$ cat src/rtl/mem_stream_reader_pkg.sv
// Shared constants and types for the memory stream reader.
// CSR offsets, CONTROL/STATUS bit positions and the FSM state type.
package mem_stream_reader_pkg;

    localparam logic [1:0] CSR_START  = 2'd0;
    localparam logic [1:0] CSR_LEN    = 2'd1;
    localparam logic [1:0] CSR_CTRL   = 2'd2;
    localparam logic [1:0] CSR_STATUS = 2'd3;

    localparam int CTRL_GO  = 0;
    localparam int CTRL_CLR = 1;

    localparam int ST_BUSY = 0;
    localparam int ST_DONE = 1;
    localparam int ST_ERR  = 2;

    typedef enum logic [1:0] {
        IDLE,
        ISSUE,
        DRAIN
    } state_t;

endpackage

$ cat src/rtl/mem_stream_fifo2.sv
// Two-entry synchronous FIFO holding RAM words ahead of the stream port.
// Ports: push/push_data in, pop in, rd_data (head), full, empty, count.
module mem_stream_fifo2 #(
    parameter int W = 32
) (
    input  logic         clk,
    input  logic         reset_n,
    input  logic         push,
    input  logic [W-1:0] push_data,
    input  logic         pop,
    output logic [W-1:0] rd_data,
    output logic         full,
    output logic         empty,
    output logic [1:0]   count
);

    logic [W-1:0] slot [2];
    logic         wr_ptr;
    logic         rd_ptr;

    always_ff @(posedge clk) begin
        if (!reset_n) begin
            slot[0] <= '0;
            slot[1] <= '0;
            wr_ptr  <= 1'b0;
            rd_ptr  <= 1'b0;
            count   <= 2'd0;
        end else begin
            if (push) begin
                slot[wr_ptr] <= push_data;
                wr_ptr       <= ~wr_ptr;
            end
            if (pop) begin
                rd_ptr <= ~rd_ptr;
            end
            unique case ({push, pop})
                2'b10:   count <= count + 2'd1;
                2'b01:   count <= count - 2'd1;
                default: count <= count;
            endcase
        end
    end

    assign rd_data = slot[rd_ptr];
    assign full    = (count == 2'd2);
    assign empty   = (count == 2'd0);

endmodule

$ cat src/rtl/mem_stream_reader.sv
// Avalon-MM read master that streams a CSR-programmed RAM block as a packet.
// Ports: csr_* slave, mem_* RAM master (1-cycle latency), src_* Avalon-ST source.
module mem_stream_reader
    import mem_stream_reader_pkg::*;
#(
    parameter int DEPTH  = 5000,
    parameter int ADDR_W = 13,
    parameter int DATA_W = 32,
    parameter int LEN_W  = 14
) (
    input  logic              clk,
    input  logic              reset_n,
    input  logic [1:0]        csr_address,
    input  logic              csr_chipselect,
    input  logic              csr_write,
    input  logic [31:0]       csr_writedata,
    input  logic              csr_read,
    output logic [31:0]       csr_readdata,
    output logic [ADDR_W-1:0] mem_address,
    output logic              mem_chipselect,
    output logic              mem_write,
    output logic [3:0]        mem_byteenable,
    output logic              mem_clken,
    input  logic [DATA_W-1:0] mem_readdata,
    output logic [DATA_W-1:0] src_data,
    output logic              src_valid,
    input  logic              src_ready,
    output logic              src_startofpacket,
    output logic              src_endofpacket
);

    state_t            state;
    logic [ADDR_W-1:0] start_addr;
    logic [LEN_W-1:0]  length;
    logic [LEN_W-1:0]  issued;
    logic [LEN_W-1:0]  beats;
    logic              busy;
    logic              done;
    logic              error;
    logic              outstanding;

    logic              fifo_full;
    logic              fifo_empty;
    logic [1:0]        fifo_count;
    logic              pop;
    logic              issue;
    logic [2:0]        slots_used;
    logic [2:0]        slots_avail;
    logic [LEN_W:0]    end_sum;
    logic              csr_wr;
    logic              csr_rd;
    logic              go_req;
    logic              clr_req;
    logic [31:0]       status_word;

    assign csr_wr  = csr_chipselect & csr_write;
    assign csr_rd  = csr_chipselect & csr_read;
    assign go_req  = csr_wr && (csr_address == CSR_CTRL)
                     && csr_writedata[CTRL_GO];
    assign clr_req = csr_wr && (csr_address == CSR_CTRL)
                     && csr_writedata[CTRL_CLR];

    assign end_sum = (LEN_W+1)'(start_addr) + (LEN_W+1)'(length);

    assign pop = src_valid & src_ready;

    // A slot freed by this cycle's pop counts as available, which keeps
    // one read per cycle flowing while the sink accepts every beat.
    assign slots_used  = {1'b0, fifo_count} + {2'b00, outstanding};
    assign slots_avail = 3'd2 + {2'b00, pop};
    assign issue       = (state == ISSUE) && (slots_used < slots_avail);

    assign mem_chipselect = issue;
    assign mem_address    = issue ? start_addr + ADDR_W'(issued) : '0;
    assign mem_write      = 1'b0;
    assign mem_byteenable = 4'hF;
    assign mem_clken      = 1'b1;

    mem_stream_fifo2 #(
        .W (DATA_W)
    ) u_fifo (
        .clk       (clk),
        .reset_n   (reset_n),
        .push      (outstanding),
        .push_data (mem_readdata),
        .pop       (pop),
        .rd_data   (src_data),
        .full      (fifo_full),
        .empty     (fifo_empty),
        .count     (fifo_count)
    );

    assign src_valid         = ~fifo_empty;
    assign src_startofpacket = src_valid && (beats == '0);
    assign src_endofpacket   = src_valid && (beats == length - 1'b1);

    always_comb begin
        status_word          = '0;
        status_word[ST_BUSY] = busy;
        status_word[ST_DONE] = done;
        status_word[ST_ERR]  = error;
    end

    always_ff @(posedge clk) begin
        if (!reset_n) begin
            state        <= IDLE;
            start_addr   <= '0;
            length       <= '0;
            issued       <= '0;
            beats        <= '0;
            busy         <= 1'b0;
            done         <= 1'b0;
            error        <= 1'b0;
            outstanding  <= 1'b0;
            csr_readdata <= '0;
        end else begin
            outstanding <= issue;
            if (pop) begin
                beats <= beats + 1'b1;
            end

            if (csr_wr && !busy) begin
                if (csr_address == CSR_START) begin
                    start_addr <= csr_writedata[ADDR_W-1:0];
                end
                if (csr_address == CSR_LEN) begin
                    length <= csr_writedata[LEN_W-1:0];
                end
            end

            if (clr_req) begin
                done  <= 1'b0;
                error <= 1'b0;
            end

            unique case (state)
                IDLE: begin
                    if (go_req) begin
                        if (length == '0) begin
                            done  <= 1'b1;
                            error <= 1'b0;
                        end else if (end_sum > (LEN_W+1)'(DEPTH)) begin
                            done  <= 1'b1;
                            error <= 1'b1;
                        end else begin
                            busy   <= 1'b1;
                            done   <= 1'b0;
                            error  <= 1'b0;
                            issued <= '0;
                            beats  <= '0;
                            state  <= ISSUE;
                        end
                    end
                end
                ISSUE: begin
                    if (issue) begin
                        issued <= issued + 1'b1;
                        if (issued == length - 1'b1) begin
                            state <= DRAIN;
                        end
                    end
                end
                DRAIN: begin
                    if (fifo_empty && !outstanding) begin
                        state <= IDLE;
                        busy  <= 1'b0;
                        done  <= 1'b1;
                    end
                end
                default: state <= IDLE;
            endcase

            if (csr_rd) begin
                unique case (csr_address)
                    CSR_START:  csr_readdata <= 32'(start_addr);
                    CSR_LEN:    csr_readdata <= 32'(length);
                    CSR_STATUS: csr_readdata <= status_word;
                    default:    csr_readdata <= '0;
                endcase
            end
        end
    end

endmodule
$ cat config.mk
export PLATFORM = sky130hd
export DESIGN_NAME = mem_stream_reader
export DESIGN_NICKNAME = d
export VERILOG_FILES = /design/src/rtl/mem_stream_reader_pkg.sv /design/src/rtl/mem_stream_fifo2.sv /design/src/rtl/mem_stream_reader.sv
export SDC_FILE = /design/constraint.sdc
export NUM_CORES = 1
export LEC_CHECK = 0
export CAP_MARGIN = 20
export CELL_PAD_IN_SITES_DETAIL_PLACEMENT = 0
export CELL_PAD_IN_SITES_GLOBAL_PLACEMENT = 1
export CORE_MARGIN = 4
export CORE_UTILIZATION = 40
export CTS_CLUSTER_DIAMETER = 30
export DETAILED_ROUTE_END_ITERATION = 12
export HOLD_SLACK_MARGIN = 0.12
export PLACE_DENSITY_LB_ADDON = 0.12
export RECOVER_POWER = 25
export SYNTH_ARGS = -nofsm -noshare
export SYNTH_HDL_FRONTEND = slang
export SYNTH_SLANG_ARGS = --single-unit
$ cat constraint.sdc
create_clock -name clk -period 7.4 [get_ports clk]
set_input_delay 1.48 -clock clk [delete_from_list [all_inputs] [get_ports clk]]
set_output_delay 1.48 -clock clk [all_outputs]
set_load 0.01 [all_outputs]
drive_strength.png
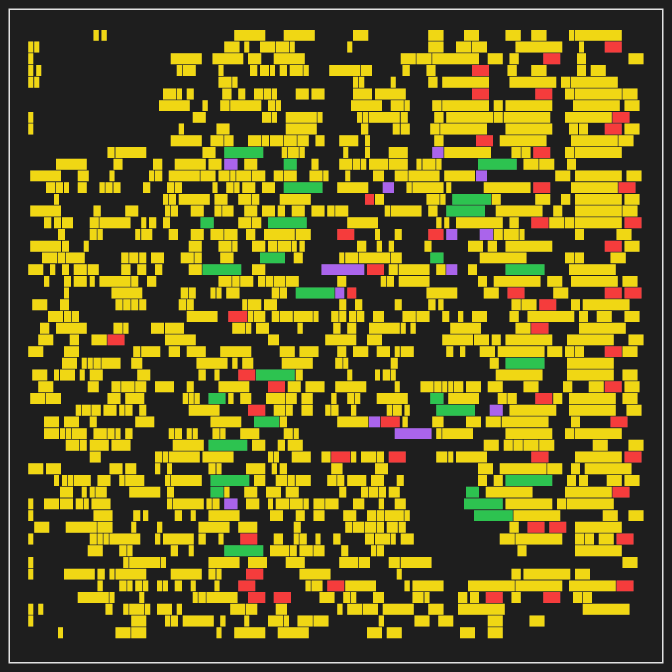
purple -> drive 3 to 4  # cells 13, share 1.3%
red -> drive 2  # cells 51, share 5.2%
green -> drive 6 and up  # cells 27, share 2.7%
yellow -> drive 1 or less  # cells 896, share 91%
Finished Cell Area: 10200 um^2
nonclk buf count: 125
final worst slack: 2.11 ns
P&R area growth vs syn: 23.4%

registers.png
Bar = 50 um.
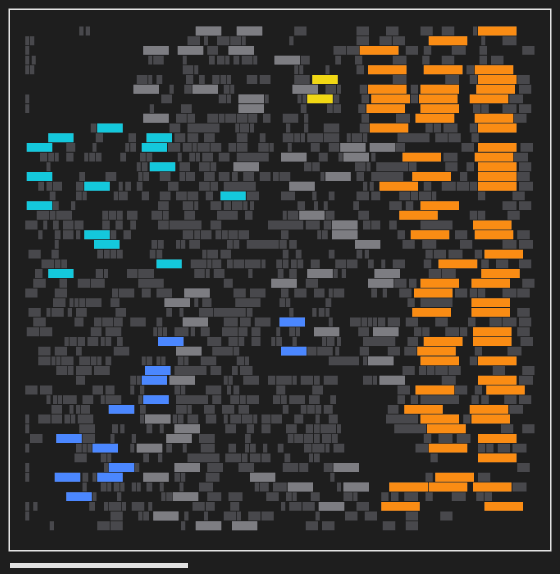
cyan -> issued  # flops 14
yellow -> u_fifo.count  # flops 2
blue -> start_addr  # flops 13, where bottom left
orange -> u_fifo.slot  # flops 64, where a column on the right
flop share of the area: 34.7%
sequential logic power: 0.857 mW
FF/Latch Area: 3520 um^2
post-layout util: 50.2%

wire_density.png
The die is cut into 30 by 30 equal tiles; dark blue is low, red is high, scaled to the fullest tile. Values are wire area over tile area, all layers added.
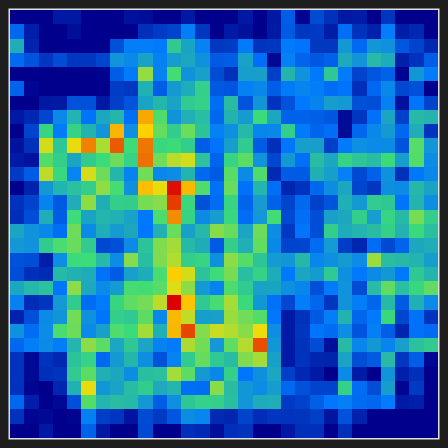
emptiest ninth of the die = bottom right
mean over tiles = 0.15
tiles over half the peak = 13%
nearly empty tiles = 10%
densest ninth of the die = middle
GRT Overall Usage: 19.2%
wire per inst: 17.3 um

final_placement.png
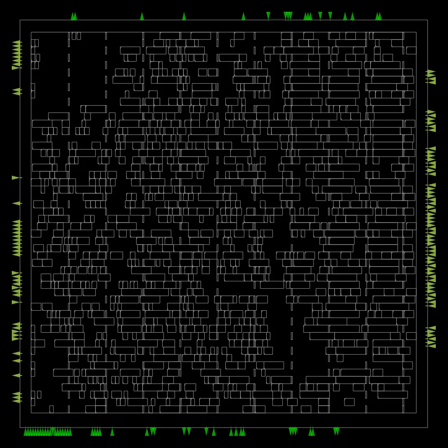
final non-filler cell total: 1257
FP Rows: 52

clock_map.png
Bar = 50 um.
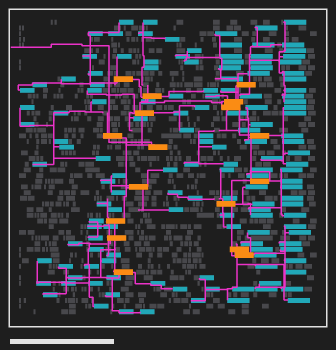
cyan -> flip-flops  # count 144
orange -> cells driving clock nets  # count 17
magenta -> clock wires  # length 1990 um
flops lie = spread over the die
clk pwr: 0.861 mW
Clock Skew: 0.0109 ns
Worst-Skew Late Latency: 0.42 ns
clock network power share: 45.6%

==> flow_metrics.env <==
# source this file to load flow results
export IMPL_status="finished with violations"
export IMPL_violations="max-capacitance violations, max-slew violations"
export IMPL_drive_above_1_share_pct=9.22
export IMPL_use_met1_pct=27.0
export IMPL_overflow=0
export IMPL_cp_max_fo=7
export IMPL_grt_pass1_vias=6249
export IMPL_wirelength_mm=21.7
export IMPL_die_w_um=151
export IMPL_switching_share_pct=25.6
export IMPL_vias=6493
export IMPL_peakVddDrop_mv=0.153
export IMPL_ys_seq_share_pct=42.8
export IMPL_worst_pin_slew_ns=2.52
export IMPL_edf_count=64
export IMPL_ys_area_um2=8230
export IMPL_fin_nets=1080
export IMPL_slew_violations=67
export IMPL_grt_pass1_wl_mm=34.3
export IMPL_cts_setup_buffers=0
export IMPL_slew_headroom_pct=-68.1
export IMPL_htreeDepth=4
export IMPL_design_portCount=159
export IMPL_ys_cells=869
export IMPL_min_delay_start="csr_readdata[13]$_SDFFE_PN0P_"
export IMPL_synth_top_cell_by_area="edfxtp_1"
export IMPL_syn_area_per_cell_um2=9.47
export IMPL_max_freq_ghz=0.189
export IMPL_port_buffer_count=116
export IMPL_antenna_found_initial=0
export IMPL_synth_cell_types=65
export IMPL_cp_startpoint="issued[0]$_SDFFE_PN0P_"
export IMPL_r2r_end="beats[0]$_SDFF_PN0_"
export IMPL_top_usage_layer="met2"
export IMPL_core_um2=20200
export IMPL_cp_arrival_ns=3.81
export IMPL_die_area_um2=22900
export IMPL_root_buffer="clkbuf_16"
export IMPL_internal_power_mw=1.41
export IMPL_drc=0
export IMPL_fp_util_pct=40.7
export IMPL_seqPwrFrac_pct=45.4
export IMPL_crit_type="reg2out"
export IMPL_finalSetupTns_ns=0
export IMPL_yosysTopAreaCellShare_pct=23.4
export IMPL_tool_warnings=45
export IMPL_powerDensity_nw_per_um2=186
export IMPL_hold_violations=0
export IMPL_worstReg2RegStart="length[0]$_SDFFE_PN0P_"
export IMPL_yosysWarnings=0
export IMPL_drtIter0Drc=325
export IMPL_numCtsBuffers=17
export IMPL_p_sw_mw=0.484
export IMPL_min_period_ns=5.29
export IMPL_pwr_share_comb_pct=9.1
export IMPL_cts_resized=0
export IMPL_synth_main_ff_cell="dfxtp_1"
export IMPL_clockBufferDepth=2
export IMPL_diodes=0
export IMPL_avgViaCountPerCell=5.17
export IMPL_cp_start_kind="flop"
export IMPL_min_to="csr_readdata[13]$_SDFFE_PN0P_"
export IMPL_reg2regPathDepth=10
export IMPL_dr_pass1_iters=4
export IMPL_netlist_area_um2=8230
export IMPL_clock_sinks=144
export IMPL_clk_pin_slew_ns=0.07
export IMPL_maxCapViolations=2
export IMPL_end_kind="output port"
export IMPL_grt_max_degree=50
export IMPL_ys_ff=144
export IMPL_synthTopCellsByArea="edfxtp_1 (23%), dfxtp_1 (19%), mux2_2 (5.9%)"
export IMPL_setup_viol=0
export IMPL_finalClockPeriodUsage_pct=71.4
export IMPL_dp_hpwl_mm=15.6
export IMPL_antenna_left=0
export IMPL_grtUsageMet3_pct=3.32
export IMPL_cts_tree="done"
export IMPL_r2r_slack_ns=3.40
export IMPL_rsz0062_at_grt="false"
export IMPL_required_ns=5.92
export IMPL_ctsHoldBuffers=0
export IMPL_num_fill_cells=1925
export IMPL_die_y_um=151
final cells by class:
cell class	count	area, um^2	area share (%)
well taps	270	338	3.33
inverters	19	73.8	0.727
clock buffers	17	425	4.19
repair buffers	125	1210	12.0
multi-input cells	667	4410	43.4
clock inverters	15	169	1.66
flip-flops and latches	144	3520	34.7
registers in the layout (all words and copies together) (netlist names), 2 cells and up, named ones only:
name	flops
state	2
csr_readdata	14
u_fifo.slot	64
issued	14
u_fifo.count	2
length	14
beats	14
start_addr	13
worst max-delay path, cell delays in order (launching register included):
cell and delay [ns]:
dfxtp_1 0.39, ha_1 0.24, fa_1 0.41, a21o_1 0.18
a21oi_1 0.18, nor2b_1 0.09, o21a_1 0.19, o41ai_1 0.40
o21ai_0 0.24, a31oi_1 0.23, mux2_2 0.35, clkdlybuf4s50_1 0.49
logic make-up after synthesis:
family / Yosys count / share of synthesized area (%)
AND-OR/OR-AND: 157 / 12.4
XOR/XNOR: 68 / 7.24
adder cells (fa/ha/maj): 34 / 5.35
buffers and inverters: 80 / 4.88
flip-flops: 144 / 42.8
multiplexers: 49 / 6.62
other: 2 / 0.0913
AND/OR/NAND/NOR: 335 / 20.6
cells in the mapped netlist, types with 24 or more instances:
cell type and instances:
nand2_1 82, ha_1 32, mux2_2 43, xor2_1 38
nand3_1 25, xnor2_1 30, dfxtp_1 80, nor3_1 26
edfxtp_1 64, clkbuf_1 30, nor2_1 74, a21oi_1 54
buf_4 24, o21ai_0 29, and2_1 70
per-layer routing:
metal | wire (um) | vias up
li1 | - | 3266
met1 | 10100 | 3038
met2 | 10000 | 166
met3 | 1270 | 23
met4 | 296 | 0
met5 | 0 | -
power groups by stage:
stage	logic (mW)	registers [mW]	clock network (mW)
after floorplan	0.107	0.871	0
after global placement	0.173	0.874	0
after detailed placement	0.172	0.875	0
after CTS	0.173	0.857	0.882
after global routing	0.188	0.859	0.921
final	0.172	0.857	0.861
worst max path at each step:
stage	endpoint	slack [ns]	depth (start not counted)
2_1_floorplan	mem_address[4]	3.08	6
3_3_place_gp	mem_address[10]	2.18	8
3_5_place_dp	mem_address[10]	2.19	8
4_1_cts	mem_address[12]	2.06	11
5_1_grt	mem_address[12]	1.84	11
6_report	mem_address[12]	2.11	11
stage by stage:
stage	hold slack, ns	worst slack [ns]	power [mW]	instances	instance area, um^2
2_1_floorplan	0.455	3.08	0.978	891	8310
3_3_place_gp	0.440	2.18	1.05	1224	9580
3_5_place_dp	0.456	2.19	1.05	1224	9580
4_1_cts	0.465	2.06	1.91	1256	10200
5_1_grt	0.494	1.84	1.97	1257	10200
6_report	0.461	2.11	1.89	1257	10200
cell usage in the layout (no fill, tap or decap), drive strengths merged, types with 26 or more instances in the layout:
cell	synthesis	layout
xor2	38	38
nor3	26	26
nand2	82	82
nor2	74	74
dfxtp	80	80
edfxtp	64	64
mux2	43	43
a21oi	54	54
ha	32	32
inv	19	26
xnor2	30	30
clkdlybuf4s50	0	115
and2	70	70
o21ai	30	30
Power and IR drop assume default switching activity.
